$ cat src/rtl/clk_gain_multi.sv
// clk_gain_multi: N-channel gain-clock generator, runtime half-period per channel.
// Config is shadowed and committed on clk_low rising edges so outputs never glitch.
module clk_gain_multi #(
  parameter int N_CH     = 4,
  parameter int CNT_W    = 16,
  parameter int DEF_HALF = 500,
  parameter bit DEF_MODE = 1'b1,
  parameter int CH_W     = (N_CH > 1) ? $clog2(N_CH) : 1
) (
  input  logic             clk_main,
  input  logic             clr,
  input  logic             clk_low,
  input  logic             exp_w1_de1,
  input  logic             tstamp,
  input  logic             tstamp_de,
  input  logic [N_CH-1:0]  ch_en,
  input  logic             cfg_we,
  input  logic [CH_W-1:0]  cfg_ch,
  input  logic [CNT_W-1:0] cfg_half,
  input  logic             cfg_mode,
  output logic [N_CH-1:0]  clk_gain,
  output logic [N_CH-1:0]  rise_pulse,
  output logic [N_CH-1:0]  cfg_pend,
  output logic             cfg_err
);

  localparam logic [CNT_W-1:0] L_DEF = CNT_W'(DEF_HALF);
  localparam logic [CNT_W-1:0] L_ONE = CNT_W'(1);

  logic             r_clk_low_de;
  logic [CNT_W-1:0] r_cnt      [N_CH];
  logic [CNT_W-1:0] r_half_act [N_CH];
  logic [CNT_W-1:0] r_half_shd [N_CH];
  logic [N_CH-1:0]  r_mode_act;
  logic [N_CH-1:0]  r_mode_shd;
  logic [N_CH-1:0]  r_gain;
  logic [N_CH-1:0]  r_rise;
  logic [N_CH-1:0]  r_pend;
  logic             r_err;

  logic             w_low_rise;
  logic             w_ts_start;
  logic             w_ts_end;
  logic             w_ch_ok;
  logic             w_wr_ok;
  logic [N_CH-1:0]  w_apply;
  logic [N_CH-1:0]  w_wsel;
  logic [N_CH-1:0]  w_gain_ns;
  logic [CNT_W-1:0] w_cnt_ns [N_CH];

  assign w_low_rise = clk_low & ~r_clk_low_de;
  assign w_ts_start = w_low_rise & tstamp & ~tstamp_de;
  assign w_ts_end   = w_low_rise & ~tstamp & tstamp_de;

  assign w_ch_ok = (32'(cfg_ch) < 32'(N_CH));
  assign w_wr_ok = cfg_we & (cfg_half != '0) & w_ch_ok;
  assign w_apply = {N_CH{w_low_rise}} & r_pend;

  always_comb begin
    w_wsel = '0;
    for (int i = 0; i < N_CH; i++) begin
      w_wsel[i] = w_wr_ok && (cfg_ch == CH_W'(i));
    end
  end

  // Priority rules use the currently active half/mode; apply only zeroes cnt.
  always_comb begin
    w_gain_ns = r_gain;
    for (int i = 0; i < N_CH; i++) begin
      w_cnt_ns[i] = r_cnt[i] + L_ONE;
      if (exp_w1_de1 || !ch_en[i]) begin
        w_cnt_ns[i]  = '0;
        w_gain_ns[i] = 1'b0;
      end else if (r_mode_act[i] && w_ts_start) begin
        w_cnt_ns[i]  = '0;
        w_gain_ns[i] = 1'b0;
      end else if (r_mode_act[i] && w_ts_end) begin
        w_cnt_ns[i]  = r_cnt[i];
        w_gain_ns[i] = 1'b1;
      end else if (r_mode_act[i] && tstamp_de) begin
        w_cnt_ns[i]  = r_cnt[i];
      end else if (r_cnt[i] >= (r_half_act[i] - L_ONE)) begin
        w_cnt_ns[i]  = '0;
        w_gain_ns[i] = ~r_gain[i];
      end
      if (w_apply[i]) begin
        w_cnt_ns[i] = '0;
      end
    end
  end

  always_ff @(posedge clk_main or posedge clr) begin
    if (clr) begin
      r_clk_low_de <= 1'b1;
      r_gain       <= '0;
      r_rise       <= '0;
      r_pend       <= '0;
      r_err        <= 1'b0;
      r_mode_act   <= {N_CH{DEF_MODE}};
      r_mode_shd   <= {N_CH{DEF_MODE}};
      for (int i = 0; i < N_CH; i++) begin
        r_cnt[i]      <= '0;
        r_half_act[i] <= L_DEF;
        r_half_shd[i] <= L_DEF;
      end
    end else begin
      r_clk_low_de <= clk_low;
      r_gain       <= w_gain_ns;
      r_rise       <= w_gain_ns & ~r_gain;
      r_err        <= cfg_we & ~w_wr_ok;
      for (int i = 0; i < N_CH; i++) begin
        r_cnt[i] <= w_cnt_ns[i];
        if (w_apply[i]) begin
          r_half_act[i] <= r_half_shd[i];
          r_mode_act[i] <= r_mode_shd[i];
        end
        // A write landing with an apply refills the shadow and stays pending.
        if (w_wsel[i]) begin
          r_half_shd[i] <= cfg_half;
          r_mode_shd[i] <= cfg_mode;
          r_pend[i]     <= 1'b1;
        end else if (w_apply[i]) begin
          r_pend[i]     <= 1'b0;
        end
      end
    end
  end

  assign clk_gain   = r_gain;
  assign rise_pulse = r_rise;
  assign cfg_pend   = r_pend;
  assign cfg_err    = r_err;

endmodule

$ cat config.mk
export PLATFORM = sky130hd
export DESIGN_NAME = clk_gain_multi
export DESIGN_NICKNAME = d
export VERILOG_FILES = /design/src/rtl/clk_gain_multi.sv
export SDC_FILE = /design/constraint.sdc
export NUM_CORES = 1
export LEC_CHECK = 0
export CAP_MARGIN = 20
export CORE_ASPECT_RATIO = 1.1
export CORE_MARGIN = 8
export CORE_UTILIZATION = 30
export CTS_BUF_LIST = sky130_fd_sc_hd__clkbuf_8
export DETAILED_ROUTE_END_ITERATION = 10
export PLACE_DENSITY = 0.5
export SYNTH_ARGS = -nofsm -noshare
export SYNTH_HDL_FRONTEND = slang
export SYNTH_SLANG_ARGS = --single-unit
$ cat constraint.sdc
create_clock -name clk_main -period 9.02 [get_ports clk_main]
set_input_delay 0.902 -clock clk_main [delete_from_list [all_inputs] [get_ports clk_main]]
set_output_delay 0.902 -clock clk_main [all_outputs]
set_load 0.02 [all_outputs]
### Routed metal, one colour a layer, run 1

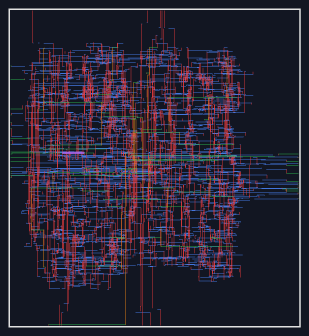
| colour | layer | wire length |
|---|---|---|
| orange | M4 | 698 um |
| red | M2 | 12200 um |
| blue | M1 | 13000 um |
| green | M3 | 1320 um |
| purple | M5 | 13.8 um |

### Logic cells by family, run 1

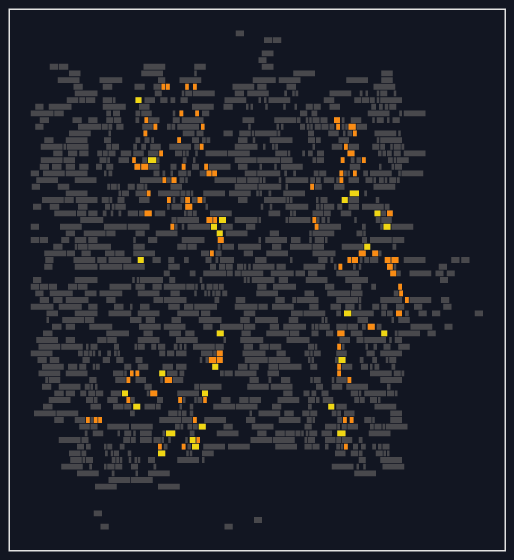
| colour | family | cells | most used |
|---|---|---|---|
| orange | aoi and oai cells | 88 | a21oi_1 |
| yellow | non-inverting ao/oa cells | 27 | a21o_1 |
most frequent logic cell in the layout: dfrtp_1
Final Non-Filler Cells: 1640
logic share of the area: 43.6%

### Clock network drawn from the DEF, run 1

The bar under the picture is 50 um long.
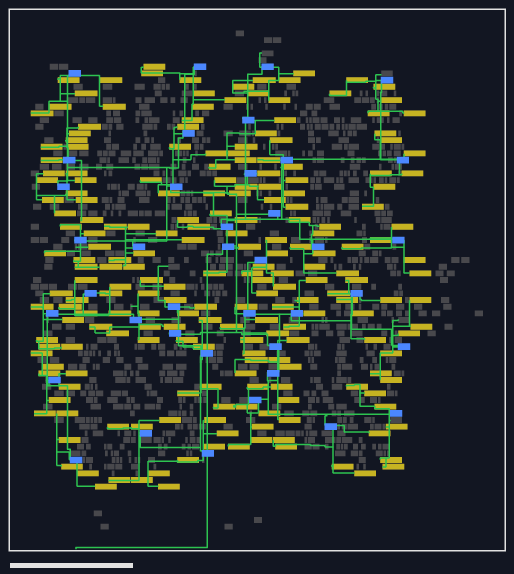
[yellow] flip-flops | count: 214
[green] clock wires | length: 3390 um
[blue] clock-net drivers | count: 39
routed clock nets: 40

==> results.py, run 1 <==
# Synthesis and PnR figures
metrics = {
    "drt": {
        "met1_length_um": 13000,
        "drc": 0,
        "drt-vias-per-instance": 4.79,
        "vias": 7863,
    },
    "synth": {
        "synth_top_area_share_pct": 34.5,
        "ys_cells": 1045,
        "synth_top_flop_cell": "dfrtp_1",
        "ys_sh_xor_pct": 7.69,
        "synthTopLogicFamily": "simple AND/OR/NAND/NOR gates",
        "syn_area_per_cell_um2": 10.9,
    },
    "sta": {
        "slew_headroom_pct": 35.4,
        "drv_slew": 0,
        "hold_viol": 0,
        "fmax_mhz": 252,
    },
    "placed_design": {
        "gp_congestion": 0.776,
        "dp.cells": 1569,
    },
    "outcome": {
        "run_status": "finished clean",
    },
    "clock_network": {
        "clk_latency_ns": 0.53,
        "cts_resized": 0,
    },
    "power_and_ir_drop": {
        "p_leak_nw": 5.57,
    },
    "grt": {
        "grt_pass1_wl_um": 44700,
    },
    "setup_path": {
        "worstSetupStartpointType": "register",
    },
}
==> run 1: power breakdown <==
| part | internal (mW) | switching [mW] |
|---|---|---|
| Combinational | 0.356 | 0.330 |
| Clock | 0.513 | 0.410 |
| Sequential | 1.20 | 0.185 |
| Total | 2.07 | 0.925 |
==> run 1: logic make-up after synthesis <==
logic type,count (synthesis)
flops,214
mux,122
fa+ha+maj,72
buf+inv,52
compound gates,115
simple gates,370
xor+xnor,100
==> run 1: flip-flops by register name, summed over array words and instances (netlist names) <==
name / cells
r_cnt: 64
r_clk_low_de: 1
r_mode_act: 4
r_mode_shd: 4
cfg_pend: 4
cfg_err: 1
rise_pulse: 4
r_half_act: 64
r_half_shd: 64
clk_gain: 4
==> run 1: per-stage QoR <==
step | setup slack (ns) | instance area, um^2
after floorplan | 2.36 | 11400
after global placement | 5.19 | 12400
after detailed placement | 5.09 | 12400
after CTS | 5.06 | 13200
after global routing | 4.64 | 13200
final | 5.06 | 13200
==> run 1: how the worst min path moves through the flow <==
stage | from | endpoint | slack, ns | cells past startpoint
4_1_cts | r_half_shd[24]$_DFFE_PP1P_ | r_half_act[24]$_DFFE_PP1P_ | 0.46 | 2
3_3_place_gp | r_half_shd[21]$_DFFE_PP1P_ | r_half_act[21]$_DFFE_PP1P_ | 0.44 | 2
5_1_grt | r_half_shd[18]$_DFFE_PP1P_ | r_half_act[18]$_DFFE_PP1P_ | 0.48 | 2
2_1_floorplan | r_half_shd[21]$_DFFE_PP1P_ | r_half_act[21]$_DFFE_PP1P_ | 0.43 | 2
6_report | r_half_shd[24]$_DFFE_PP1P_ | r_half_act[24]$_DFFE_PP1P_ | 0.45 | 2
3_5_place_dp | r_half_shd[24]$_DFFE_PP1P_ | r_half_act[24]$_DFFE_PP1P_ | 0.45 | 2
==> run 1: synth_stat cells, drive strengths merged (19+ instances only) <==
cell type    n
nand2      110
xor2        45
dfstp       57
inv         26
dfrtp      157
xnor2       55
o21ai       20
nor2        82
nand4       19
mux2       121
nor4        19
nor3        22
nand3       34
a21oi       38
ha          72
==> run 1: cell type report <==
class                   count  area, um^2
repair buffers             50         480
fillers                  3802       24600
clock inverters            18        76.3
well taps                 500         626
inverters                  26         105
diodes                      1        2.50
clock buffers              52         716
multi-input cells         779        5750
flip-flops and latches    214        5430
==> run 1: worst max-delay path: cells and delay by family, from the launching register on <==
family / cells / cell delay [ns]
simple gates: 8 / 1.98
compound gates: 2 / 0.76
flops: 1 / 0.41
fa+ha+maj: 1 / 0.28
buf+inv: 1 / 0.24
xor+xnor: 1 / 0.17
==> run 1: routing by layer <==
metal | up-vias | global-route usage (%)
met5 | - | 0
met4 | 2 | 4.12
met3 | 54 | 2.49
met2 | 138 | 20.1
met1 | 3790 | 16.6
li1 | 3879 | -
### I/O nets highlighted, run 1

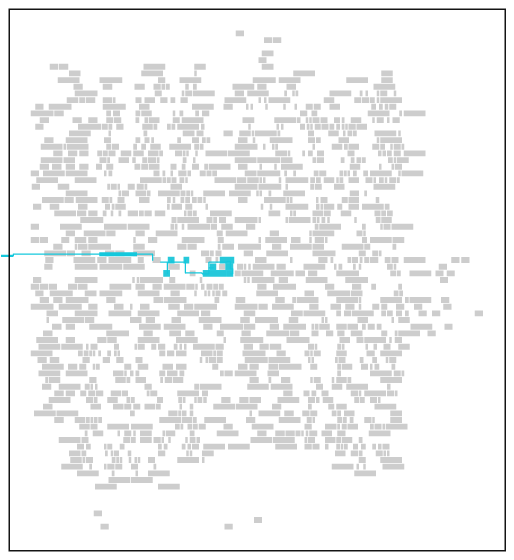

==> run 1 -> run 2 <==
Clock period 9.02 ns to 3.7 ns, I/O delays scaled along.
### I/O nets highlighted, run 2

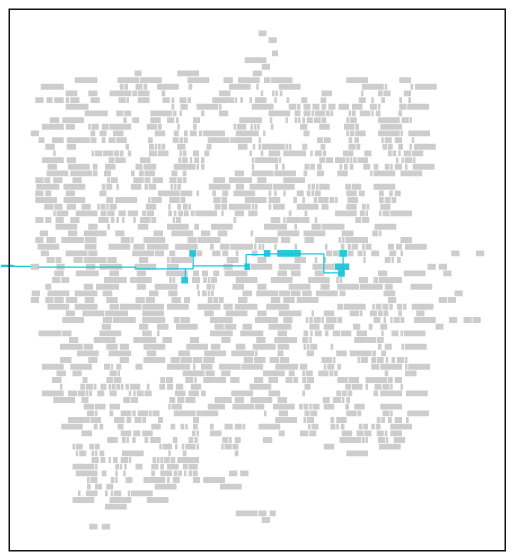
| colour | port | bits | direction | edge | end cells | wire |
|---|---|---|---|---|---|---|
| cyan | clk_low | 1 | input | west | 8 | 165 um |
I/O Pins: 43
input/output buffers: 42

### Routed metal, one colour a layer, run 2

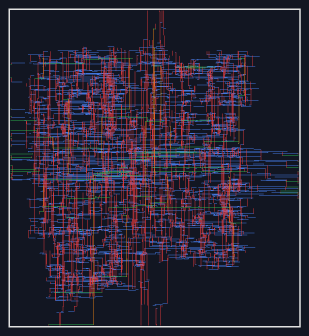
| colour | layer | wire length |
|---|---|---|
| orange | M4 | 715 um |
| green | M3 | 1140 um |
| blue | M1 | 13400 um |
| red | M2 | 12500 um |
vias: 7993
GRT Total Usage: 12.6%
Routed wire per std cell: 16.6 um
Post-Route WL: 27700 um

### The clock network, run 2

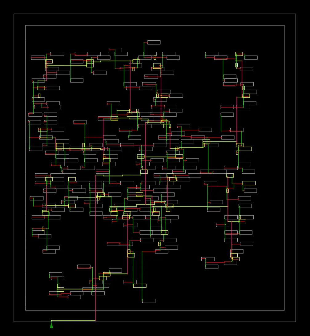
Layout Skew: 0.0196 ns
flop count: 214
Sink Count: 214

==> run 2 against run 1 <==
Effect of this change: clock-buffer cell count shrank 6; critical endpoint is now r_cnt[0]$_DFFE_PP0P_; synthesized cell count unchanged; cell count is 1.5% higher; clock power grew 130%; power is 140% higher; first-iteration DRC count fell by 1.3%; critical path type unchanged; critical path depth shrank 2; largest power group unchanged; synthesized area unchanged; sequential power up 140%.
==> results.py, run 2 <==
# Synthesis and PnR figures
metrics = {
    "outcome": {
        "run_status": "finished clean",
    },
    "synth": {
        "most_common_cell": "dfrtp_1",
        "synth_top_flop_cell": "dfrtp_1",
        "ys_cells": 1045,
        "common_cells": "dfrtp_1 (157), mux2_2 (121), nand2_1 (110)",
        "synth_top_area_share_pct": 34.5,
        "syn_area_per_cell_um2": 10.9,
    },
    "setup_path": {
        "setup.worst_path.end_class": "register",
        "critPathMaxFanout": 6,
        "worstSetupStartpointType": "register",
        "timing.rr.end": "r_cnt[0]$_DFFE_PP0P_",
    },
    "power_and_ir_drop": {
        "switching_share_pct": 31.4,
        "peakVddDrop_mv": 0.261,
        "p_seq_share_pct": 47.1,
        "pwr-share-clk_pct": 29.0,
        "switchingPower_mw": 2.27,
        "p_int_mw": 4.96,
        "p_leak_nw": 5.70,
        "p_comb_share_pct": 23.9,
    },
    "drt": {
        "drt-vias-per-instance": 4.80,
        "drc": 0,
    },
    "sta": {
        "drv_slew": 0,
        "slew_headroom_pct": 55.1,
        "fmax_mhz": 284,
        "rsz0062_at_grt": "no",
        "hold_viol": 0,
    },
    "final_layout": {
        "instances_no_fill": 1665,
        "nets": 1238,
        "area_growth_pct": 17.6,
        "drive_above_1_share_pct": 23.9,
        "diodes": 0,
        "reg_top3": "r_cnt: 64 flops, r_half_act: 64 flops, r_half_shd: 64 flops",
        "fillCellCount": 3780,
        "final_layout_top_logic_cell": "dfrtp_1",
    },
    "clock_network": {
        "root_buffer": "clkbuf_8",
        "clk_latency_ns": 0.53,
    },
    "placed_design": {
        "dp.cells": 1595,
        "gp_congestion": 0.785,
    },
    "grt": {
        "grt_pass1_wl_um": 45400,
    },
    "min_path": {
        "hp-class": "input port to async pin",
    },
}
-- run 2: cell families (layout without fill, tap and decap cells) --
| group | count (synthesis) | after routing | synth area share (%) |
|---|---|---|---|
| compound gates | 115 | 115 | 6.59 |
| flops | 214 | 214 | 47.6 |
| mux | 122 | 122 | 12.1 |
| buf+inv | 52 | 172 | 1.85 |
| xor+xnor | 100 | 100 | 7.69 |
| simple gates | 370 | 370 | 16.3 |
| fa+ha+maj | 72 | 72 | 7.91 |
-- run 2: per-stage QoR --
| stage | power [mW] | cell area [um^2] | worst slack [ns] | utilization, % |
|---|---|---|---|---|
| 4_1_cts | 7.34 | 13300 | 0.0465 | 35.3 |
| 3_5_place_dp | 5.18 | 12600 | 0.0812 | 33.3 |
| 2_1_floorplan | 4.61 | 11400 | 0.289 | - |
| 6_report | 7.23 | 13400 | 0.185 | 35.4 |
| 3_3_place_gp | 5.12 | 12600 | 0.0653 | 33.3 |
| 5_1_grt | 7.75 | 13400 | 0.00985 | 35.4 |
-- run 2: per-layer routing --
layer | share of wire, % | global-route usage (%)
met4 | 2.6 | 4.31
met1 | 48 | 17.3
met2 | 45 | 20.1
met3 | 4.1 | 2.08
met5 | 0 | 0
-- run 2: layout make-up --
class	count	area (um^2)	area share, %
multi-input cells	779	5800	43.3
flip-flops and latches	214	5430	40.5
repair buffers	77	708	5.29
clock buffers	46	633	4.73
well taps	500	626	4.67
inverters	26	101	0.757
clock inverters	23	93.8	0.701
-- run 2: critical path: stages, from the launching register on --
cell      delay [ns]
dfstp_2         0.39
or4_1           0.58
nor2_1          0.20
nor4bb_1        0.30
xnor2_1         0.18
ha_1            0.28
a21oi_1         0.15
nand2_1         0.07
a221o_1         0.33
or3_1           0.42
nor3b_1         0.35
mux2_2          0.21
-- run 2: what timing repair did --
action / 4_1_cts / 5_1_grt
setup endpoints to repair: 0 / 55
hold buffers: 0 / 0
gates resized: 0 / 11
buffers inserted: 0 / 1
-- run 2: how the worst max path moves through the flow --
stage	start	endpoint	cells after the start
after floorplan	r_half_act[32]$_DFFE_PP0P_	r_cnt[39]$_DFFE_PP0P_	15
final	r_half_act[6]$_DFFE_PP1P_	r_cnt[0]$_DFFE_PP0P_	11
after global placement	r_half_act[33]$_DFFE_PP0P_	r_cnt[32]$_DFFE_PP0P_	13
after CTS	r_half_act[51]$_DFFE_PP0P_	r_cnt[50]$_DFFE_PP0P_	12
after detailed placement	r_half_act[51]$_DFFE_PP0P_	r_cnt[59]$_DFFE_PP0P_	13
after global routing	r_half_act[51]$_DFFE_PP0P_	r_cnt[50]$_DFFE_PP0P_	12
-- run 2: power by group through the flow --
stage	clock network, mW	registers, mW	logic (mW)
CTS	2.19	3.40	1.75
global placement	0	3.42	1.70
global route	2.29	3.48	1.98
detailed placement	0	3.44	1.74
finish	2.10	3.40	1.72
floorplan	0	3.28	1.33
==> run 2 -> run 3 <==
Settings changed: ABC_AREA set to 0.
### I/O nets highlighted, run 3

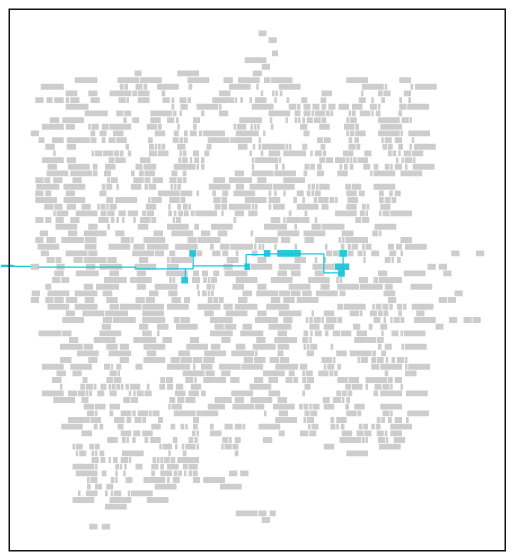
| colour | port | bits | direction | edge | end cells | wire |
|---|---|---|---|---|---|---|
| cyan | clk_low | 1 | input | west | 8 | 165 um |

### Routed metal, one colour a layer, run 3

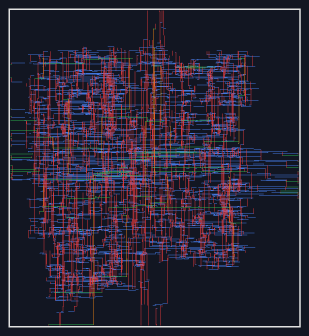
| colour | layer | wire length |
|---|---|---|
| green | M3 | 1140 um |
| blue | M1 | 13400 um |
| red | M2 | 12500 um |
| orange | M4 | 715 um |

### The clock network, run 3

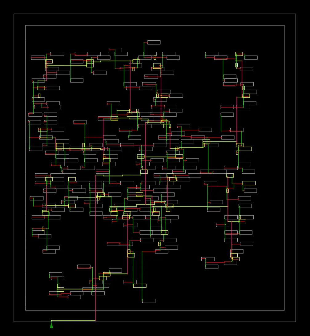
worst skew pair latency: 0.53 ns
Power Clock: 2.10 mW
clock buffer count from CTS: 38
clkbuf count: 46

==> run 3 against run 2 <==
Effect of this change: via count unchanged; sequential power about the same; die size unchanged; wire length unchanged; register-to-register slack about the same; worst hold slack unchanged; sequential cell count unchanged; sequential share of layout area unchanged; critical endpoint unchanged.
==> results.py, run 3 <==
# Synthesis and PnR figures
metrics = {
    "final_layout": {
        "nets": 1238,
        "diodes": 0,
        "area_growth_pct": 17.6,
        "instances_no_fill": 1665,
        "reg_top3": "r_cnt: 64 flops, r_half_act: 64 flops, r_half_shd: 64 flops",
    },
    "min_path": {
        "hp-class": "input port to async pin",
    },
    "drt": {
        "drt-vias-per-instance": 4.80,
        "routed_wl_um": 27700,
        "drt-wirelength-per-cell_um": 16.6,
        "vias": 7993,
    },
    "synth": {
        "ys_cells": 1045,
        "ys_sh_xor_pct": 7.69,
        "most_common_cell": "dfrtp_1",
        "synth_top_area_share_pct": 34.5,
        "synthTopLogicFamily": "simple AND/OR/NAND/NOR gates",
        "syn_area_per_cell_um2": 10.9,
        "common_cells": "dfrtp_1 (157), mux2_2 (121), nand2_1 (110)",
        "ys_sh_simple_pct": 16.3,
        "fa_ha_area_share_pct": 7.91,
    },
    "sta": {
        "fmax_mhz": 284,
        "drv_slew": 0,
        "finClkSkew_ns": 0.0196,
        "fin_ws_ns": 0.185,
        "rsz0062_at_grt": "no",
        "slew_headroom_pct": 55.1,
    },
    "setup_path": {
        "setup.worst_path.end_class": "register",
        "critPathMaxFanout": 6,
    },
    "placed_design": {
        "dp_slack_ns": 0.0812,
        "gp_congestion": 0.785,
    },
    "outcome": {
        "run_status": "finished clean",
    },
    "power_and_ir_drop": {
        "switchingPower_mw": 2.27,
        "switching_share_pct": 31.4,
        "power_mw": 7.23,
        "p_comb_share_pct": 23.9,
        "p_seq_share_pct": 47.1,
        "p_leak_nw": 5.70,
        "peakVddDrop_mv": 0.261,
    },
    "die": {
        "io_pins": 43,
    },
    "clock_network": {
        "clkSinkCount": 214,
    },
    "grt": {
        "grt_usage_pct": 12.6,
        "grt_pass1_wl_um": 45400,
    },
}
==> run 3: cell counts after synthesis <==
Identical to the previous run, type by type.
==> run 3: layer usage <==
metal / GRT usage, % / up-vias / wire, um
met5: 0 / - / 0
met4: 4.31 / 0 / 715
li1: - / 3914 / -
met3: 2.08 / 46 / 1140
met1: 17.3 / 3901 / 13400
met2: 20.1 / 132 / 12500
==> run 3: area by class of cell <==
cell class	instances	area, um^2
Clock buffer	46	633
Clock inverter	23	93.8
Fill cell	3780	24400
Inverter	26	101
Multi-Input combinational cell	779	5800
Sequential cell	214	5430
Tap cell	500	626
Timing Repair Buffer	77	708
==> run 3: worst paths after layout <==
check                                        endpoint  depth (start not counted)                        from
setup / recovery                 r_cnt[0]$_DFFE_PP0P_                         11   r_half_act[6]$_DFFE_PP1P_
hold / removal                rise_pulse[1]$_DFF_PP0_                          2                         clr
setup reg to reg                 r_cnt[0]$_DFFE_PP0P_                         11   r_half_act[6]$_DFFE_PP1P_
hold reg to reg            r_half_act[24]$_DFFE_PP1P_                          2  r_half_shd[24]$_DFFE_PP1P_
max in group asynchronous       r_cnt[24]$_DFFE_PP0P_                          3                         clr
min in group clk_main      r_half_act[24]$_DFFE_PP1P_                          2  r_half_shd[24]$_DFFE_PP1P_
==> run 3: worst max-delay path, stage by stage, from the launching register on <==
cell and delay (ns):
dfstp_2 0.39, or4_1 0.58, nor2_1 0.20, nor4bb_1 0.30
xnor2_1 0.18, ha_1 0.28, a21oi_1 0.15, nand2_1 0.07
a221o_1 0.33, or3_1 0.42, nor3b_1 0.35, mux2_2 0.21
==> run 3: power by group through the flow <==
stage | Combinational, mW | Clock (mW) | Sequential [mW]
final | 1.72 | 2.10 | 3.40
after global routing | 1.98 | 2.29 | 3.48
after CTS | 1.75 | 2.19 | 3.40
after detailed placement | 1.74 | 0 | 3.44
after global placement | 1.70 | 0 | 3.42
after floorplan | 1.33 | 0 | 3.28
==> run 3: kinds of logic after synthesis <==
logic type / count (synthesis)
adder cells (fa/ha/maj): 72
XOR/XNOR: 100
multiplexers: 122
AND-OR/OR-AND: 115
flip-flops: 214
buffers and inverters: 52
AND/OR/NAND/NOR: 370
==> run 3: timing repair <==
action                                  4_1_cts  5_1_grt
gates resized                                 0       11
hold buffers                                  0        0
setup buffers                                 0        1
endpoints found under the setup margin        0       55
==> run 3: stage by stage <==
step           area, um^2  utilization, %  hold slack, ns
4_1_cts             13300            35.3           0.214
3_5_place_dp        12600            33.3           0.444
2_1_floorplan       11400               -           0.374
3_3_place_gp        12600            33.3           0.441
6_report            13400            35.4           0.227
5_1_grt             13400            35.4           0.251
No activity file was given, so power comes from the tool's default toggle rates.
